<file path="config.mk">
export PLATFORM = sky130hd
export DESIGN_NAME = pipeline_check_monitor
export DESIGN_NICKNAME = d
export VERILOG_FILES = /design/src/rtl/pipeline_check_monitor.sv
export SDC_FILE = /design/constraint.sdc
export NUM_CORES = 1
export LEC_CHECK = 0
export CAP_MARGIN = 5
export CORE_AREA = 5 5 159 161
export CTS_BUF_LIST = sky130_fd_sc_hd__clkbuf_4 sky130_fd_sc_hd__clkbuf_8
export CTS_CLUSTER_SIZE = 10
export DETAILED_ROUTE_END_ITERATION = 10
export DIE_AREA = 0 0 164 166
export PLACE_DENSITY_LB_ADDON = 0.2
export RECOVER_POWER = 100
export SLEW_MARGIN = 20
export SYNTH_ARGS = -nofsm -noshare
export SYNTH_HDL_FRONTEND = slang
export SYNTH_SLANG_ARGS = --single-unit
</file>
<file path="constraint.sdc">
create_clock -name Clk -period 3.85 [get_ports Clk]
set_clock_uncertainty 0.2 [all_clocks]
set_input_delay 0.77 -clock Clk [delete_from_list [all_inputs] [get_ports Clk]]
set_output_delay 0.77 -clock Clk [all_outputs]
set_load 0.1 [all_outputs]
</file>
<file path="src/rtl/pipeline_check_monitor.sv">
// pipeline_check_monitor
// Self-check monitor that sits beside the ARMv8 Pipeline. It walks NUM_CHK
// checkpoints: each one fires when FetchedPC reaches its threshold, waits
// SETTLE cycles for the result to reach writeback, then compares dMemOut with
// the expected value. Passes and fails are counted, and a watchdog ends a hung
// run with a sticky timeout.
// Build option: define CHECK_CAPTURE_EN to add first-failure capture outputs
// (fail_got, fail_exp, fail_idx, fail_vld).
module pipeline_check_monitor #(
  parameter int DATA_W  = 64,
  parameter int PC_W    = 64,
  parameter int NUM_CHK = 2,
  parameter int SETTLE  = 4,
  parameter int WDOG_W  = 16,
  parameter int CNT_W   = 8
) (
  input  logic                        Clk,
  input  logic                        Rst,
  input  logic                        start,
  input  logic [PC_W-1:0]             FetchedPC,
  input  logic [DATA_W-1:0]           dMemOut,
  input  logic [NUM_CHK*PC_W-1:0]     chk_pc,
  input  logic [NUM_CHK*DATA_W-1:0]   chk_exp,
  output logic                        busy,
  output logic                        done,
  output logic                        all_passed,
  output logic                        timeout,
  output logic                        chk_valid,
  output logic                        chk_pass,
  output logic [$clog2(NUM_CHK):0]    chk_idx,
`ifdef CHECK_CAPTURE_EN
  output logic [DATA_W-1:0]           fail_got,
  output logic [DATA_W-1:0]           fail_exp,
  output logic [$clog2(NUM_CHK):0]    fail_idx,
  output logic                        fail_vld,
`endif
  output logic [CNT_W-1:0]            pass_cnt,
  output logic [CNT_W-1:0]            fail_cnt
);

  localparam int IDX_W = $clog2(NUM_CHK) + 1;
  localparam int SET_W = (SETTLE > 1) ? $clog2(SETTLE) : 1;
  localparam logic [SET_W-1:0]  SETTLE_LAST = SET_W'(SETTLE - 1);
  localparam logic [IDX_W-1:0]  IDX_LAST    = IDX_W'(NUM_CHK - 1);
  localparam logic [CNT_W-1:0]  CNT_ALL     = CNT_W'(NUM_CHK);

  typedef enum logic [2:0] {
    ST_IDLE,
    ST_WAIT_PC,
    ST_SETTLE,
    ST_COMPARE,
    ST_DONE,
    ST_TIMEOUT
  } stateT;

  stateT             state;
  stateT             stateNext;
  logic [SET_W-1:0]  settleCnt;
  logic [WDOG_W-1:0] wdog;
  logic [WDOG_W-1:0] wdogNext;
  logic [PC_W-1:0]   curThr;
  logic [DATA_W-1:0] curExp;
  logic              pcHit;
  logic              dataMatch;
  logic              lastIdx;
  logic              wdogExpire;

  // FSM strobes consumed by the datapath registers
  logic startRun;
  logic wdogInc;
  logic settleClr;
  logic settleInc;
  logic doCompare;
  logic enterTimeout;

  // Select the threshold and expected value of the active checkpoint
  always_comb begin
    curThr = '0;
    curExp = '0;
    for (int k = 0; k < NUM_CHK; k++) begin
      if (chk_idx == IDX_W'(k)) begin
        curThr = chk_pc[k*PC_W +: PC_W];
        curExp = chk_exp[k*DATA_W +: DATA_W];
      end
    end
  end

  assign pcHit      = (FetchedPC >= curThr);
  assign dataMatch  = (dMemOut == curExp);
  assign lastIdx    = (chk_idx == IDX_LAST);
  // The watchdog expires on the edge where it would reach all-ones, so it never wraps.
  assign wdogNext   = wdog + WDOG_W'(1);
  assign wdogExpire = &wdogNext;

  // Next-state and strobe decode; a timeout outranks progress in WAIT_PC/SETTLE
  always_comb begin
    // NOTE: every signal gets its default before the case so no path can infer a latch.
    stateNext    = state;
    startRun     = 1'b0;
    wdogInc      = 1'b0;
    settleClr    = 1'b0;
    settleInc    = 1'b0;
    doCompare    = 1'b0;
    enterTimeout = 1'b0;
    case (state)
      ST_IDLE, ST_DONE, ST_TIMEOUT: begin
        if (start) begin
          stateNext = ST_WAIT_PC;
          startRun  = 1'b1;
        end
      end
      ST_WAIT_PC: begin
        wdogInc = 1'b1;
        if (wdogExpire) begin
          stateNext    = ST_TIMEOUT;
          enterTimeout = 1'b1;
        end else if (pcHit) begin
          stateNext = ST_SETTLE;
          settleClr = 1'b1;
        end
      end
      ST_SETTLE: begin
        wdogInc = 1'b1;
        if (wdogExpire) begin
          stateNext    = ST_TIMEOUT;
          enterTimeout = 1'b1;
        end else if (settleCnt == SETTLE_LAST) begin
          stateNext = ST_COMPARE;
        end else begin
          settleInc = 1'b1;
        end
      end
      ST_COMPARE: begin
        // Always completes; the watchdog is held here and not checked.
        doCompare = 1'b1;
        stateNext = lastIdx ? ST_DONE : ST_WAIT_PC;
      end
      default: stateNext = ST_IDLE;
    endcase
  end

  // State register
  always_ff @(posedge Clk or negedge Rst) begin
    if (!Rst) begin
      state <= ST_IDLE;
    end else begin
      // NOTE: sequential state uses non-blocking assignments so all registers update together.
      state <= stateNext;
    end
  end

  // Run bookkeeping: index, counters, watchdog and status flags
  always_ff @(posedge Clk or negedge Rst) begin
    if (!Rst) begin
      chk_idx   <= '0;
      settleCnt <= '0;
      wdog      <= '0;
      pass_cnt  <= '0;
      fail_cnt  <= '0;
      busy      <= 1'b0;
      done      <= 1'b0;
      timeout   <= 1'b0;
      chk_valid <= 1'b0;
      chk_pass  <= 1'b0;
    end else begin
      chk_valid <= 1'b0;

      if (startRun) begin
        chk_idx   <= '0;
        settleCnt <= '0;
        wdog      <= '0;
        pass_cnt  <= '0;
        fail_cnt  <= '0;
        busy      <= 1'b1;
        done      <= 1'b0;
        timeout   <= 1'b0;
        chk_pass  <= 1'b0;
      end

      if (wdogInc) begin
        wdog <= wdogNext;
      end

      if (settleClr) begin
        settleCnt <= '0;
      end else if (settleInc) begin
        settleCnt <= settleCnt + SET_W'(1);
      end

      if (doCompare) begin
        chk_valid <= 1'b1;
        chk_pass  <= dataMatch;
        if (dataMatch) begin
          if (pass_cnt != '1) pass_cnt <= pass_cnt + CNT_W'(1);
        end else begin
          if (fail_cnt != '1) fail_cnt <= fail_cnt + CNT_W'(1);
        end
        if (lastIdx) begin
          busy <= 1'b0;
          done <= 1'b1;
        end else begin
          chk_idx <= chk_idx + IDX_W'(1);
        end
      end

      if (enterTimeout) begin
        timeout <= 1'b1;
        done    <= 1'b1;
        busy    <= 1'b0;
      end
    end
  end

  assign all_passed = done && (pass_cnt == CNT_ALL) && !timeout;

`ifdef CHECK_CAPTURE_EN
  // Capture the first mismatching compare of a run; sticky until the next start
  always_ff @(posedge Clk or negedge Rst) begin
    if (!Rst) begin
      fail_got <= '0;
      fail_exp <= '0;
      fail_idx <= '0;
      fail_vld <= 1'b0;
    end else if (startRun) begin
      fail_got <= '0;
      fail_exp <= '0;
      fail_idx <= '0;
      fail_vld <= 1'b0;
    end else if (doCompare && !dataMatch && !fail_vld) begin
      fail_got <= dMemOut;
      fail_exp <= curExp;
      fail_idx <= chk_idx;
      fail_vld <= 1'b1;
    end
  end
`endif

endmodule

</file>
Run 1, metal 3:
Drawn at 3 px/um.
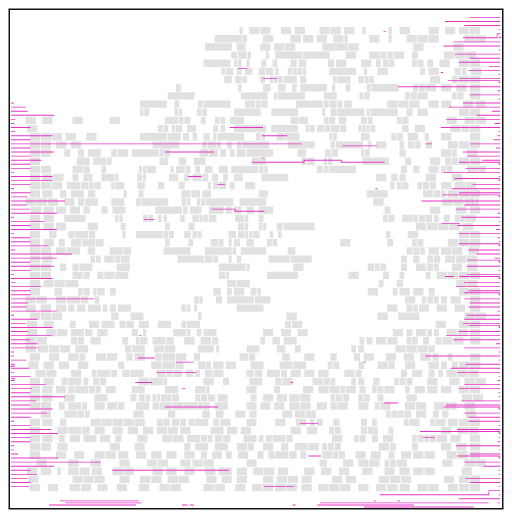
main direction: horizontal
longest straight run: 96.6 um
wire length on this layer: 2460 um
nets with wire on the layer: 242
share of all routed wire: 8.3%
met3 usage: 0.0581
final WL: 29.7 mm
DR vias: 7864

Run 1, M4 wires:
Drawn at 2 px/um. Supply wires on this layer in grey.
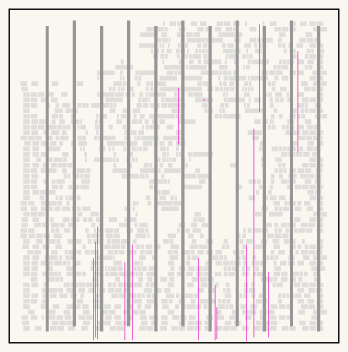
longest straight run: 104 um
share of all routed wire: 2.1%
nets with wire on the layer: 15
main direction: vertical

==> flow_summary.ini, run 1 <==
; yosys + openroad results
[yosys]
edf_count = 0
yosys_warnings = 0
ys.flop_type = dfrtp_1
ys_sh_mux = 0.196
synth_flops = 44

[global_routing]
grt_util_all_layers = 0.206
grt_pass1_vias = 7810

[status]
violations = capacitance limit, slew limit
outcome = complete, but fails checks

[worst_hold_path]
hold_path_class = flop to flop

[sta]
setup_ws_ns = 0.158
drv_slew = 45

[routing]
vias_per_cell = 5.00
antenna_left = 0

[cts]
clockRootBuffer = clkbuf_8

[finish]
synthToLayoutAreaGrowth_pct = 68.2
seq_area_um2 = 1110
stdcell_count = 1572

[setup_path]
rr_startpoint = chk_idx[0]
cp-start-kind = primary input
end_kind = flop

[flow_run]
maxCapViolCount = 1

[placement]
pre_cts_ws_ns = -0.0706

[die]
chipArea_um2 = 27200
Run 1, clock nets:
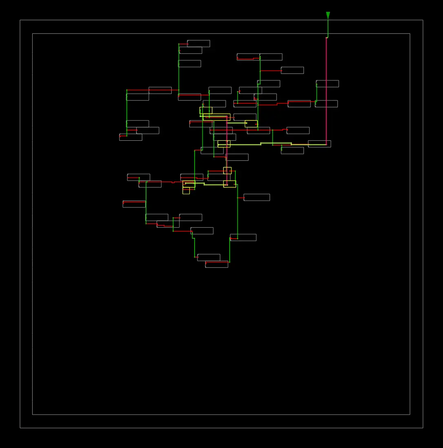
Flops: 44
cts bufs inserted: 5
Clock Sinks: 44

Run 1, ports around the boundary:
Drawn at 2 px/um. Pins as bars across the die edge, other pins in grey.
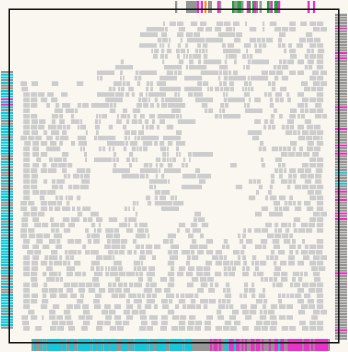
[`pass_cnt`] green | pins: 8 | direction: output | edge: north
[`dMemOut`] magenta | pins: 64 | direction: input | edge: 40 south, 13 east, 9 north, 2 west
[`chk_valid`] orange | pins: 1 | direction: output | edge: north
[`chk_pc`] cyan | pins: 128 | direction: input | edge: 64 south, 62 west, 2 east
DIE HEIGHT: 166 um
port bufs: 410
Die X: 164 um

run 1: power by group:
part / internal, W / leakage, nW / switching (W) / total, W
Clock: 0.000196 / 0.0548 / 0.000180 / 0.000376
Combinational: 0.00138 / 4.09 / 0.00140 / 0.00278
Sequential: 0.000548 / 0.594 / 0.000121 / 0.000669
run 1: worst max-delay path, stage by stage:
cell             delay [ns]
clkdlybuf4s50_1        0.45
mux2i_1                0.09
or2_2                  0.30
ha_1                   0.29
nor2b_1                0.14
o21a_1                 0.17
o21a_1                 0.17
o21a_1                 0.17
o41ai_1                0.53
a2111oi_2              0.16
or2_2                  0.34
o22ai_1                0.16
run 1: flip-flops by register name (all words and copies together), names as in the netlist:
name,cells
wdog,16
fail_cnt,8
pass_cnt,8
state,3
chk_idx,2
settleCnt,2
busy,1
chk_pass,1
chk_valid,1
done,1
timeout,1
run 1: per-layer routing:
layer / global-route usage / vias up / part of all wire
met1: 0.229 / 3563 / 0.39
met4: 0.0591 / 2 / 0.021
met3: 0.0581 / 32 / 0.083
met5: 0 / - / 0.00044
li1: - / 3995 / -
met2: 0.378 / 272 / 0.50
run 1: cell usage after synthesis, types with 7 or more instances:
master    number
mux2i_1      131
o21ai_0      108
ha_1          70
or3_1         67
or2_2         66
nand4_1       46
dfrtp_1       44
nand2_1       44
a21oi_1       31
clkbuf_1      30
nor2_1        25
a21o_1        24
nand3_1       23
inv_1         14
buf_2         12
nor4_1        12
and3_1        10
and4_1         8
nor2b_1        8
nand3b_1       7
run 1: final timing paths:
check	endpoint	slack, ns	depth (start not counted)
max	state[0]	0.16	12
min	wdog[15]	0.30	1
max reg2reg	state[0]	0.22	12
min reg2reg	wdog[15]	0.30	1
max in group asynchronous	chk_idx[0]	0.71	1
min in group asynchronous	pass_cnt[3]	1.00	1
run 1: cell usage in the layout (no fill, tap or decap), types with 3 or more instances in the layout:
cell and count:
clkbuf_1 5, a21o_1 24, buf_4 15, and3_1 10, nor2_1 25, o21a_1 4
xnor2_1 6, nand2_1 44, mux2i_1 131, dlygate4sd3_1 21, o41ai_1 3, clkdlybuf4s50_1 383
nor3_1 6, o21ai_0 109, or3_1 67, buf_12 5, xor2_1 3, inv_1 14
nand3_1 23, ha_1 70, nor4_1 11, and2_1 4, clkbuf_8 5, a21oi_1 31
o31ai_1 3, or2_2 66, o211ai_1 5, dfrtp_1 42, nand3b_1 7, diode_2 8
nand4_1 46, a31oi_1 3, nor2b_1 8, and4_1 8
run 1: cell families (layout without fill, tap and decap cells):
family / Yosys count / in the layout
AND-OR/OR-AND: 196 / 196
XOR/XNOR: 9 / 9
adder cells (fa/ha/maj): 70 / 70
buffers and inverters: 66 / 451
flip-flops: 44 / 44
multiplexers: 132 / 132
other: 0 / 8
AND/OR/NAND/NOR: 338 / 338
run 1: layout make-up:
class / count / area share
clock inverters: 3 / 0.00406
repair buffers: 429 / 0.375
well taps: 324 / 0.0356
diodes: 8 / 0.00176
clock buffers: 5 / 0.00604
inverters: 14 / 0.00461
flip-flops and latches: 44 / 0.0973
multi-input cells: 745 / 0.475
==> run 1 -> run 2 <==
- CAP_MARGIN: 5 -> unset
Run 2, metal 3:
Drawn at 3 px/um.
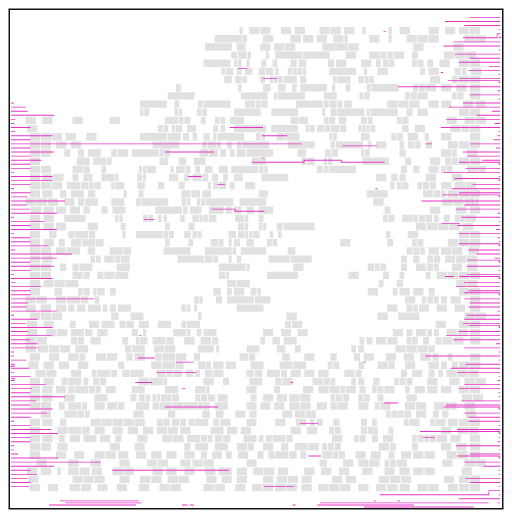
main direction: horizontal
longest straight run: 96.6 um
wire length on this layer: 2460 um
share of all routed wire: 8.3%

==> run 2 against run 1 <==
Effect of this change: the flow still finishes with violations (capacitance limit, slew limit); first-iteration DRC count unchanged; register-to-register slack about the same; critical path depth is the same; utilization is the same; synthesized cell count is the same; largest power group unchanged; critical endpoint unchanged; count of clock-buffer cells in the layout unchanged; via count stayed put; clock power about the same; maximum frequency unchanged.
==> flow_summary.ini, run 2 <==
; yosys + openroad results
[yosys]
synthTopCellsByCount = mux2i_1, o21ai_0, ha_1
synth_flops = 44

[setup_path]
critical_path.cell_chain = clkdlybuf4s50_1, mux2i_1, or2_2, ha_1, nor2b_1, o21a_1, o21a_1, o21a_1, o41ai_1, a2111oi_2, or2_2, o22ai_1
critical_path.max_stage_delay_ns = 0.53
end_kind = flop
regToRegEndpoint = state[0]
worst_path_most_repeated_cell = o21a_1
r2r_cells = 12

[routing]
num_vias = 7864
antenna_left = 0
vias_per_cell = 5.00

[finish]
top_regs = wdog (16), fail_cnt (8), pass_cnt (8)
lay_top_count = clkdlybuf4s50_1

[worst_hold_path]
hold_path_class = flop to flop
hold_depth = 1

[flow_run]
maxCapViolCount = 1

[status]
violations = capacitance limit, slew limit
outcome = complete, but fails checks

[cts]
clockRootBuffer = clkbuf_8

[global_routing]
grt_pass1_vias = 7810

[sta]
drv_slew = 45
Run 2, ports around the boundary:
Drawn at 2 px/um. Pins as bars across the die edge, other pins in grey.
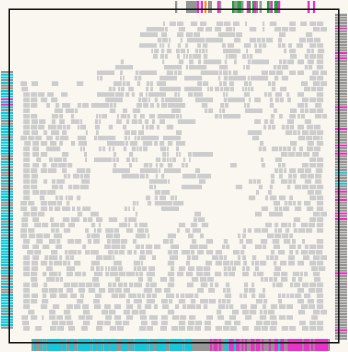
[`pass_cnt`] green | pins: 8 | direction: output | edge: north
[`dMemOut`] magenta | pins: 64 | direction: input | edge: 40 south, 13 east, 9 north, 2 west
[`chk_valid`] orange | pins: 1 | direction: output | edge: north
[`chk_pc`] cyan | pins: 128 | direction: input | edge: 64 south, 62 west, 2 east

-- run 2: worst reg2reg max path: cells and delay by family (launching register included) --
| kind | cells | cell delay (ns) |
|---|---|---|
| compound gates | 6 | 1.36 |
| mux | 1 | 0.15 |
| fa+ha+maj | 1 | 0.29 |
| buf+inv | 1 | 0.22 |
| flops | 1 | 0.58 |
| simple gates | 3 | 0.78 |
-- run 2: worst max path at each step --
stage / slack [ns] / cells after the start / end / from
2_1_floorplan: 0.02 / 16 / state[0] / chk_idx[0]
3_3_place_gp: -0.04 / 12 / state[0] / chk_pc[29]
3_5_place_dp: -0.07 / 12 / state[0] / chk_pc[65]
4_1_cts: 0.21 / 12 / state[0] / chk_pc[65]
5_1_grt: 0.07 / 10 / fail_cnt[5] / chk_idx[0]
6_report: 0.16 / 12 / state[0] / chk_pc[65]
-- run 2: area by class of cell --
| type | instances | share of cell area |
|---|---|---|
| multi-input combinational | 745 | 0.475 |
| tap | 324 | 0.0356 |
| antenna | 8 | 0.00176 |
| timing repair buffer | 429 | 0.375 |
| inverter | 14 | 0.00461 |
| clock inverter | 3 | 0.00406 |
| clock buffer | 5 | 0.00604 |
| sequential | 44 | 0.0973 |
-- run 2: where the power goes --
group	switching [W]	internal, W
Combinational	0.00140	0.00138
Sequential	0.000121	0.000548
Clock	0.000180	0.000196
-- run 2: cells by family (layout without fill, tap and decap cells) --
| logic type | Yosys count | after routing | share of synthesized area |
|---|---|---|---|
| XOR/XNOR | 9 | 9 | 0.0116 |
| multiplexers | 132 | 132 | 0.196 |
| other | 0 | 8 | 0 |
| AND-OR/OR-AND | 196 | 196 | 0.167 |
| flip-flops | 44 | 44 | 0.162 |
| AND/OR/NAND/NOR | 338 | 338 | 0.292 |
| buffers and inverters | 66 | 451 | 0.0415 |
| adder cells (fa/ha/maj) | 70 | 70 | 0.129 |
-- run 2: routing by layer --
layer  wire [um]  up-vias
li1            -     3995
met4         621        2
met3        2460       32
met2       14900      272
met1       11600     3563
met5          13        -
-- run 2: metrics by stage --
stage / power, W / setup TNS, ns / setup WS [ns] / instances
final: 0.00382 / 0 / 0.158 / 1572
after CTS: 0.00389 / 0 / 0.214 / 1564
after floorplan: 0.00254 / 0 / 0.0203 / 855
after global placement: 0.00346 / -0.0471 / -0.0381 / 1556
after detailed placement: 0.00349 / -0.139 / -0.0706 / 1556
after global routing: 0.00417 / 0 / 0.0747 / 1572
Power figures rest on the tool's default switching activity, not on a simulated workload.
